`config.mk`:
```
export PLATFORM = sky130hd
export DESIGN_NAME = concat_unpacker
export DESIGN_NICKNAME = d
export VERILOG_FILES = /design/src/rtl/concat_unpacker.sv
export SDC_FILE = /design/constraint.sdc
export NUM_CORES = 1
export LEC_CHECK = 0
export CAP_MARGIN = 5
export CORE_UTILIZATION = 45
export DETAILED_ROUTE_END_ITERATION = 8
export GPL_TIMING_DRIVEN = 0
export HOLD_SLACK_MARGIN = 0.03
export PLACE_DENSITY = 0.78
export SETUP_SLACK_MARGIN = 0.1
export SLEW_MARGIN = 20
export SYNTH_ARGS = -nofsm -noshare
export SYNTH_HDL_FRONTEND = slang
export SYNTH_SLANG_ARGS = --single-unit
```
`constraint.sdc`:
```
create_clock -name clk -period 1.7 [get_ports clk]
set_input_delay 0.255 -clock clk [delete_from_list [all_inputs] [get_ports clk]]
set_output_delay 0.255 -clock clk [all_outputs]
set_load 0.05 [all_outputs]
```
`src/rtl/concat_unpacker.sv`:
```
// ============================================================================
// Module   : concat_unpacker
// Brief    : Splits a packed {f0,f1,...} word into MSB-first field beats on a
//            valid/ready stream, flagging (and optionally collapsing) words
//            whose fields are all equal.
// Revision : 1.0 - initial release
// ============================================================================
`default_nettype none

module concat_unpacker #(
  parameter int FIELD_W      = 4,
  parameter int NUM_FIELDS   = 3,
  parameter int COLLAPSE_REP = 0
) (
  input  logic                          clk,
  input  logic                          rst_n,
  input  logic                          in_valid,
  output logic                          in_ready,
  input  logic [FIELD_W*NUM_FIELDS-1:0] in_word,
  output logic                          out_valid,
  input  logic                          out_ready,
  output logic [FIELD_W-1:0]            out_field,
  output logic [2:0]                    out_idx,
  output logic                          out_last,
  output logic                          out_rep
);

  localparam int         W        = FIELD_W * NUM_FIELDS;
  localparam logic [2:0] LAST_IDX = 3'(NUM_FIELDS - 1);

  localparam logic [0:0] S_IDLE = 1'b0;
  localparam logic [0:0] S_EMIT = 1'b1;

  logic [0:0]            state_q, state_d;
  logic [W-1:0]          word_q, word_d;
  logic [2:0]            idx_q, idx_d;
  logic                  rep_q, rep_d;

  logic [NUM_FIELDS-1:0] in_eq;
  logic                  in_rep;
  logic [FIELD_W-1:0]    cur_field;
  logic                  is_last_idx;
  logic                  beat_last;
  logic                  emit;
  logic                  beat_fire;
  logic                  accept;

  // Replication test: every field compared against the MSB field.
  for (genvar g = 0; g < NUM_FIELDS; g++) begin : g_field
    assign in_eq[g] = (in_word[W-1-g*FIELD_W -: FIELD_W] == in_word[W-1 -: FIELD_W]);
  end

  assign in_rep = &in_eq;

  always_comb begin
    cur_field = '0;
    for (int i = 0; i < NUM_FIELDS; i++) begin
      if (idx_q == 3'(i)) begin
        cur_field = word_q[W-1-i*FIELD_W -: FIELD_W];
      end
    end
  end

  assign is_last_idx = (idx_q == LAST_IDX);

  if (COLLAPSE_REP != 0) begin : g_collapse
    assign beat_last = rep_q || is_last_idx;
  end else begin : g_no_collapse
    assign beat_last = is_last_idx;
  end

  assign emit      = (state_q == S_EMIT);
  assign beat_fire = emit && out_ready;
  // Ready only depends on out_ready and state, never on in_valid.
  assign in_ready  = !emit || (beat_last && out_ready);
  assign accept    = in_valid && in_ready;

  // State register
  always_ff @(posedge clk) begin
    if (!rst_n) begin
      state_q <= S_IDLE;
      word_q  <= '0;
      idx_q   <= '0;
      rep_q   <= 1'b0;
    end else begin
      state_q <= state_d;
      word_q  <= word_d;
      idx_q   <= idx_d;
      rep_q   <= rep_d;
    end
  end

  // Next-state and datapath
  always_comb begin
    state_d = state_q;
    word_d  = word_q;
    idx_d   = idx_q;
    rep_d   = rep_q;

    case (state_q)
      S_IDLE: begin
        if (in_valid) begin
          state_d = S_EMIT;
        end
      end
      S_EMIT: begin
        if (beat_fire && beat_last && !in_valid) begin
          state_d = S_IDLE;
        end
      end
      default: begin
        state_d = S_IDLE;
      end
    endcase

    if (accept) begin
      word_d = in_word;
      rep_d  = in_rep;
      idx_d  = '0;
    end else if (beat_fire) begin
      idx_d = beat_last ? 3'd0 : idx_q + 3'd1;
    end
  end

  // Outputs
  always_comb begin
    out_valid = emit;
    out_field = cur_field;
    out_idx   = idx_q;
    out_last  = emit && beat_last;
    out_rep   = emit && rep_q;
  end

endmodule

`default_nettype wire

```
==> run_1/wire_density.png <==
The bar under the picture is 10 um long. The die is cut into 9 by 9 equal tiles; white is low, dark blue is high, scaled to the fullest tile. Values are wire area over tile area, all layers added.
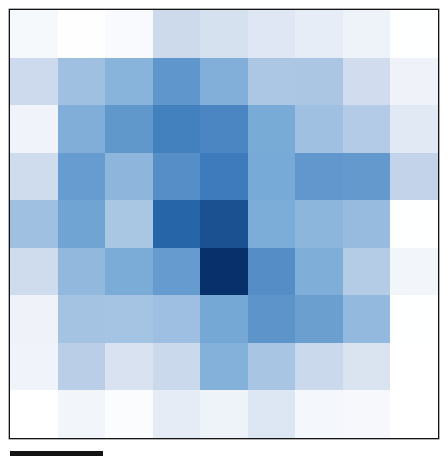
nearly empty tiles = 8.6%
densest ninth of the die = middle
tiles over half the peak = 24%
fullest tile = 0.54
GR Util All Layers: 27.36%
final wirelength: 2.370 mm

==> run_1/metal_stack.png <==
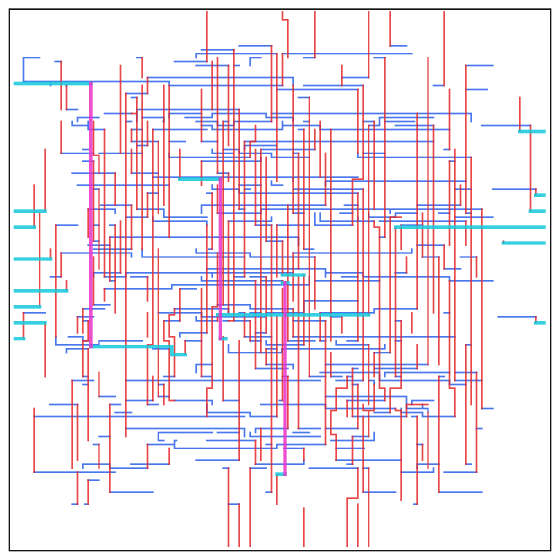
cyan -> met3  # wire length 72.0 um
magenta -> met4  # wire length 52.4 um
blue -> met1  # wire length 1010 um
red -> met2  # wire length 1240 um
via count: 852
WL/cell: 14.72 um

==> run_1/met3.png <==
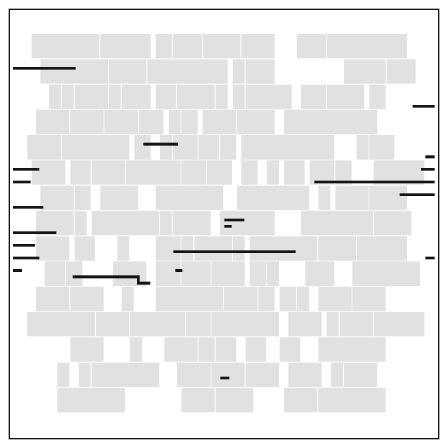
longest straight run = 12.9 um
wire length on this layer = 72.0 um
GRT met3 Usage: 3.137%

==> impl_metrics.tcl, run 1 <==
# flow metrics
set metrics [dict create \
    synth-seq-cells 17 \
    crit_family "buffers and inverters" \
    p_per_area_nw_per_um2 638.2 \
    setup_slack_ns -0.07840 \
    rr_worst_depth 7 \
    ys_cells 97 \
    routabilityCongestion 0.6895 \
    dr.pass1.iters 3 \
    fin_worst_skew_ns 0.004640 \
    fmax_mhz 562.3 \
    cts.sink_count 17 \
    r2r_setup_slack_ns 0.20 \
    syn_avg_cell_area_um2 9.003 \
    nets 153 \
    layout_top_cell "nor2_1" \
    antenna_found_initial 0 \
    critPathBufInv 3 \
    dr.first_iter.drc_count 15 \
    cpMostUsedCell "buf_8" \
    rows 15 \
    port_buffers 26 \
    core_area_um2 1764 \
    period_needed_ns 1.778 \
    status "finished, violations left" \
    netlist_instances 97 \
    critical_path_arrival_ns 1.52 \
    finalSetupViolations 1 \
    cts_tree "done" \
    ios 27 \
    pwr-share-clk_pct 25.4 \
    place_hpwl_mm 1.423 \
    critPathKind "reg2out" \
    design_area_um2 1396 \
    critPathRequiredTime_ns 1.44 \
    ys_chip_area_um2 873.3 \
    drc 0 \
    synth_cell_types 24 \
    crit_path_start_kind "flip-flop" \
    hold_path.class "in2reg" \
    worstSkewPairLatency_ns 0.30 \
    ctsHoldBuffers 0 \
    antennaDiodeCount 0 \
    grt_max_degree 11 \
    netSwitchingFraction_pct 30.76 \
    ys_seq_share_pct 38.97 \
    chip_area_um2 2121 \
    fp_util_pct 49.50 \
    cap_violations 0 \
    cts_max_level 1 \
    reg2reg_to "word_q[0]" \
    max_stage_delay_ns 0.38 \
    crit_path_end "out_field[1]" \
    combPwrFrac_pct 26.0 \
    violations "negative setup slack" \
    antenna_left 0 \
    final_max_slew_viol_count 0 \
    layout-drive-gt1-share_pct 30.15 \
    worstSetupStartpoint "out_idx[1]" \
    cts_buffer_depth 2 \
    r2r-start "out_idx[1]" \
    grt_pass1_vias 873 \
    rsz0062_at_grt "yes" \
    p_int_mw 0.6170 \
    dp_slack_ns -0.4605 \
    routed_via_density 5.292 \
    worstSetupEndpointType "output port" \
    path_clk_slew_ns 0.10 \
    final_util_pct 79.15 \
    dpl-instance-area_um2 1205 \
    mostFrequentLayoutCells "19 x nor2_1, 16 x mux2i_1, 14 x clkdlybuf4s50_1" \
    seqPwrFrac_pct 48.6 \
    grt_first_pass_wirelength_mm 3.974 \
    fillers 133 \
    finalCritPeriodShare_pct 104.6 \
    max_slew_margin_pct 67.67 \
    synth_area_um2 873.3 \
    die_y_um 46.06 \
    post-synth-top-area-fraction_pct 38.97 \
    worst_pin_slew_ns 0.4868 \
    power_switching_mw 0.2741 \
    path_cells "buf_8, buf_6, mux2i_1, nor2_1, a21oi_4, nor2_4, buf_8" \
    top_cells_by_area "dfxtp_1 39%, mux2i_1 18%, nor2_1 9.9%" \
]
## run 1: synth_stat cells
library cell / number
nor2_1: 23
dfxtp_1: 17
mux2i_1: 16
a21oi_1: 7
nor3_1: 5
and3_1: 4
nand2_1: 3
buf_6: 2
clkbuf_1: 2
nand3_1: 2
nor2b_1: 2
o22ai_1: 2
a21bo_1: 1
and2_1: 1
and2b_1: 1
and3b_1: 1
buf_12: 1
buf_2: 1
inv_1: 1
nand4_1: 1
nand4bb_4: 1
o21ai_0: 1
o41ai_2: 1
xor2_1: 1
## run 1: worst min-delay path, cell delays in order
cell and delay (ns):
dlymetal6s2s_1 0.19, nand3_1 0.10, a21oi_1 0.09
## run 1: layer usage
metal | wire [um] | vias up | global-route usage [%]
met3 | 71 | 6 | 3.137
li1 | - | 418 | -
met4 | 52 | 0 | 13.53
met5 | 0 | - | 0
met1 | 1008 | 406 | 33.41
met2 | 1237 | 22 | 47.04
## run 1: cells by family after synthesis
family                 synth area share, %
AND-OR/OR-AND                        9.025
XOR/XNOR                             1.003
buffers and inverters                6.733
flip-flops                           38.97
multiplexers                         18.34
AND/OR/NAND/NOR                      25.93
## run 1: stage by stage
stage | TNS (ns) | std cells | total power, mW | hold WS (ns)
finish | -0.07840 | 161 | 0.8912 | 0.3769
floorplan | 0 | 97 | 0.5644 | 0.3724
global placement | -3.061 | 148 | 0.6404 | 0.4595
CTS | -0.08226 | 161 | 0.8784 | 0.5120
global route | -0.3008 | 161 | 0.9306 | 0.4099
detailed placement | -3.270 | 148 | 0.6450 | 0.4820
## run 1: how the worst min path moves through the flow
stage	slack [ns]	depth (start not counted)	endpoint	startpoint
finish	0.38	3	out_idx[1]	out_ready
detailed placement	0.48	2	rep_q	rep_q
global route	0.41	3	out_idx[1]	out_ready
global placement	0.46	2	rep_q	rep_q
CTS	0.51	2	rep_q	rep_q
floorplan	0.37	2	out_valid	in_valid
## run 1: power groups by stage
stage	Sequential, mW	Clock, mW	Combinational (mW)
2_1_floorplan	0.447	0	0.117
3_3_place_gp	0.439	0	0.201
3_5_place_dp	0.440	0	0.205
4_1_cts	0.432	0.224	0.222
5_1_grt	0.435	0.247	0.249
6_report	0.433	0.227	0.232
## run 1: registers in the layout (all words and copies together), names as in the netlist
register,cells
out_idx,3
out_valid,1
rep_q,1
word_q,12
## run 1: final cells by class
type | count | area [um^2] | share of cell area, %
clock inverter | 1 | 5.005 | 0.3584
buffer | 5 | 65.06 | 4.659
sequential | 17 | 350.3 | 25.09
multi-input combinational | 73 | 541.8 | 38.80
tap | 25 | 31.28 | 2.240
inverter | 1 | 3.754 | 0.2688
clock buffer | 3 | 22.52 | 1.613
timing repair buffer | 36 | 376.6 | 26.97
## run 1: what timing repair did
item | 4_1_cts | 5_1_grt
gates resized | 63 | 12
cloned | 1 | 0
pin swaps | 4 | 7
setup endpoints to repair | 11 | 9
buffers inserted | 8 | 1
==> inputs of run 2 (changes only) <==
- CTS_CLUSTER_SIZE: not set -> 20
- PLACE_DENSITY: 0.78 -> 0.74
==> run_2/metal_stack.png <==
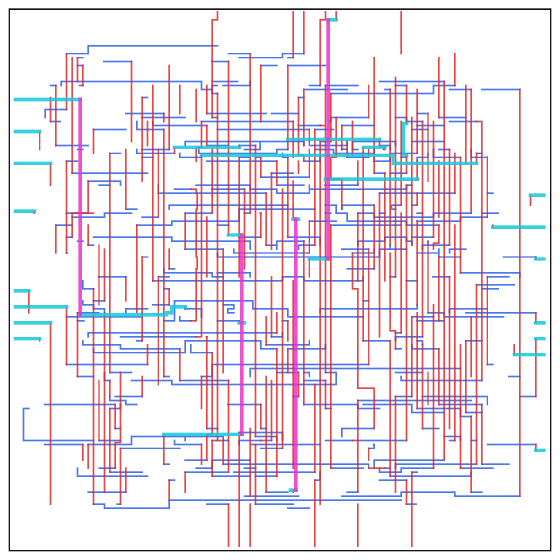
cyan -> met3  # wire length 104 um
red -> met2  # wire length 1400 um
magenta -> met4  # wire length 78.9 um
blue -> met1  # wire length 1030 um
GR Util All Layers: 27.84%
WL/cell: 15.34 um
final wirelength: 2.607 mm
via count: 909

==> run 2 against run 1 <==
The flow still finishes with violations (negative setup slack). Worst hold slack gained 0.14 ns. Synthesized cell count is the same. Global-route usage grew 0.48 points. Final cell count grew 5.6%. Area after synthesis is the same. Non-clock buffer count grew 9. Critical path type unchanged.
==> impl_metrics.tcl, run 2 <==
# flow metrics
set metrics [dict create \
    netlist_instances 97 \
    cts.root.buffer_cell "clkbuf_4" \
    ys_seq_share_pct 38.97 \
    netSwitchingFraction_pct 31.10 \
    status "finished, violations left" \
    cts.sink_count 17 \
    synth-seq-cells 17 \
    core_area_um2 1764 \
    syn_avg_cell_area_um2 9.003 \
    finalSetupViolations 3 \
    ctsHoldBuffers 0 \
    grt_max_degree 11 \
    max_stage_delay_ns 0.40 \
    fmax_mhz 560.6 \
    chip_area_um2 2121 \
    adder_share_pct 0 \
    path_cells "buf_8, buf_6, mux2i_1, nor2_1, a21oi_2, nor2_4, buf_8" \
    die_y_um 46.06 \
    period_needed_ns 1.784 \
    crit_path_start_kind "flip-flop" \
    path_clk_slew_ns 0.11 \
    ys_cells 97 \
    critical_path_arrival_ns 1.53 \
    fin_worst_skew_ns 0.006546 \
    cpMostUsedCell "buf_8" \
    rsz0062_at_grt "yes" \
    most_common_cell "nor2_1" \
    synth_cell_types 24 \
    yosys-top-cells-count "23 x nor2_1, 17 x dfxtp_1, 16 x mux2i_1" \
    grt_pass1_vias 893 \
    synthTopLogicFamily "simple AND/OR/NAND/NOR gates" \
    place_hpwl_mm 1.476 \
    seqPwrFrac_pct 47.2 \
    synth-xor-area-share_pct 1.003 \
    finalCritPeriodShare_pct 104.9 \
    largest_reg_flops 12 \
    antennaDiodeCount 0 \
    routabilityCongestion 0.7454 \
    p_per_area_nw_per_um2 608.5 \
    layout_top_cell "nor2_1" \
    async_flop_share_pct 0 \
    ys_sh_mux_pct 18.34 \
    cts_buffer_depth 2 \
    synthesis.nets 113 \
    layout-drive-gt1-share_pct 38.62 \
    max_slew_margin_pct 67.76 \
    drc 0 \
    crit_family "flip-flops" \
    ys_chip_area_um2 873.3 \
    fp_util_pct 49.50 \
    grt_first_pass_wirelength_mm 3.953 \
    power_switching_mw 0.2864 \
    tns_ns -0.1629 \
    r2r-start "out_idx[1]" \
    nets 162 \
    final_util_pct 85.82 \
    worstSetupEndpointType "output port" \
    dr.first_iter.drc_count 29 \
    regMostFlops "word_q" \
    final_max_slew_viol_count 0 \
    antenna_left 0 \
    critPathKind "reg2out" \
    setup_slack_ns -0.08393 \
    hp-start "rep_q" \
    cts_tree "done" \
    power_mw 0.9212 \
    top_cells_by_area "dfxtp_1 39%, mux2i_1 18%, nor2_1 9.9%" \
    yosys.area_share.simple_pct 25.93 \
    synth_area_um2 873.3 \
    finalHoldViolCount 0 \
    critPathBufInv 3 \
    routed_via_density 5.347 \
    pwr-share-clk_pct 24.8 \
    antenna_found_initial 0 \
    dr.pass1.iters 4 \
    worst_pin_slew_ns 0.4855 \
    whs_ns 0.5178 \
    mostFrequentLayoutCells "18 x nor2_1, 15 x clkdlybuf4s50_1, 13 x mux2i_1, 13 x buf_4, 13 x dfxtp_1" \
    post-synth-top-area-fraction_pct 38.97 \
    violations "negative setup slack" \
    critPathRequiredTime_ns 1.44 \
    port_buffers 26 \
    ios 27 \
    combPwrFrac_pct 28.0 \
]
==> run_2/wire_density.png <==
The bar under the picture is 10 um long. The die is cut into 9 by 9 equal tiles; white is low, dark blue is high, scaled to the fullest tile. Values are wire area over tile area, all layers added.
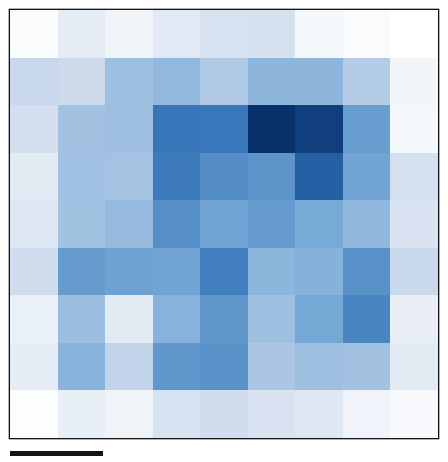
tiles over half the peak = 30%
fullest tile = 0.56
mean over tiles = 0.20
densest ninth of the die = middle

## run 2: cell count changes in the layout (fill, tap and decap cells not counted), sizes merged
cell           before  now
dlymetal6s2s        1    0
clkdlybuf4s50      14   15
buf                19   28
## run 2: path summary, 6_finish.rpt
check,slack (ns),end,cells after the start
hold reg to reg,0.52,rep_q,2
hold / removal,0.52,rep_q,2
setup / recovery,-0.08,out_field[1],7
setup reg to reg,0.10,word_q[0],8
## run 2: layer usage
layer	track usage (%)	wire length, um	up-vias
met5	0	0	-
met4	18.24	78	0
met3	3.922	104	9
met2	50.70	1397	36
met1	29.26	1026	428
li1	-	-	436
## run 2: worst register-to-register path, cell delays in order (launching register included)
cell	delay [ns]
dfxtp_4	0.40
buf_8	0.12
buf_4	0.13
nand4bb_4	0.13
a21bo_1	0.20
buf_6	0.13
buf_12	0.14
mux2i_2	0.18
nor2_1	0.05
## run 2: layout make-up
cell class / instances / area, um^2
multi-input combinational: 73 / 574.3
timing repair buffer: 45 / 465.4
sequential: 17 / 347.8
fill: 94 / 250.2
buffer: 5 / 63.81
tap: 25 / 31.28
clock buffer: 3 / 22.52
clock inverter: 1 / 5.005
inverter: 1 / 3.754
## run 2: timing repair
item,in CTS,in global routing
resized,66,21
hold endpoints to repair,0,0
setup buffers,11,7
setup endpoints to repair,11,8
pin swaps,6,7
cloned,1,0
## run 2: cells by family (layout without fill, tap and decap cells)
family	after synthesis	in the layout
and+or+nand+nor	44	44
DFF	17	17
buffers and inverters	7	55
AOI/OAI and AO/OA	12	12
xor gates and xnor gates	1	1
muxes	16	16
## run 2: power by group through the flow
stage	Sequential, mW	Clock (mW)	Combinational (mW)
after floorplan	0.447	0	0.117
after global placement	0.439	0	0.202
after detailed placement	0.440	0	0.206
after CTS	0.431	0.230	0.226
after global routing	0.437	0.244	0.274
final	0.435	0.228	0.258
## run 2: through the flow
step                instance area, um^2  setup slack [ns]  std cells
floorplan                         913.4           0.09603         97
global placement                   1205           -0.4443        148
detailed placement                 1205           -0.4771        148
CTS                                1419          -0.09632        164
global route                       1514           -0.1424        170
finish                             1514          -0.08393        170
Power figures rest on the tool's default switching activity, not on a simulated workload.
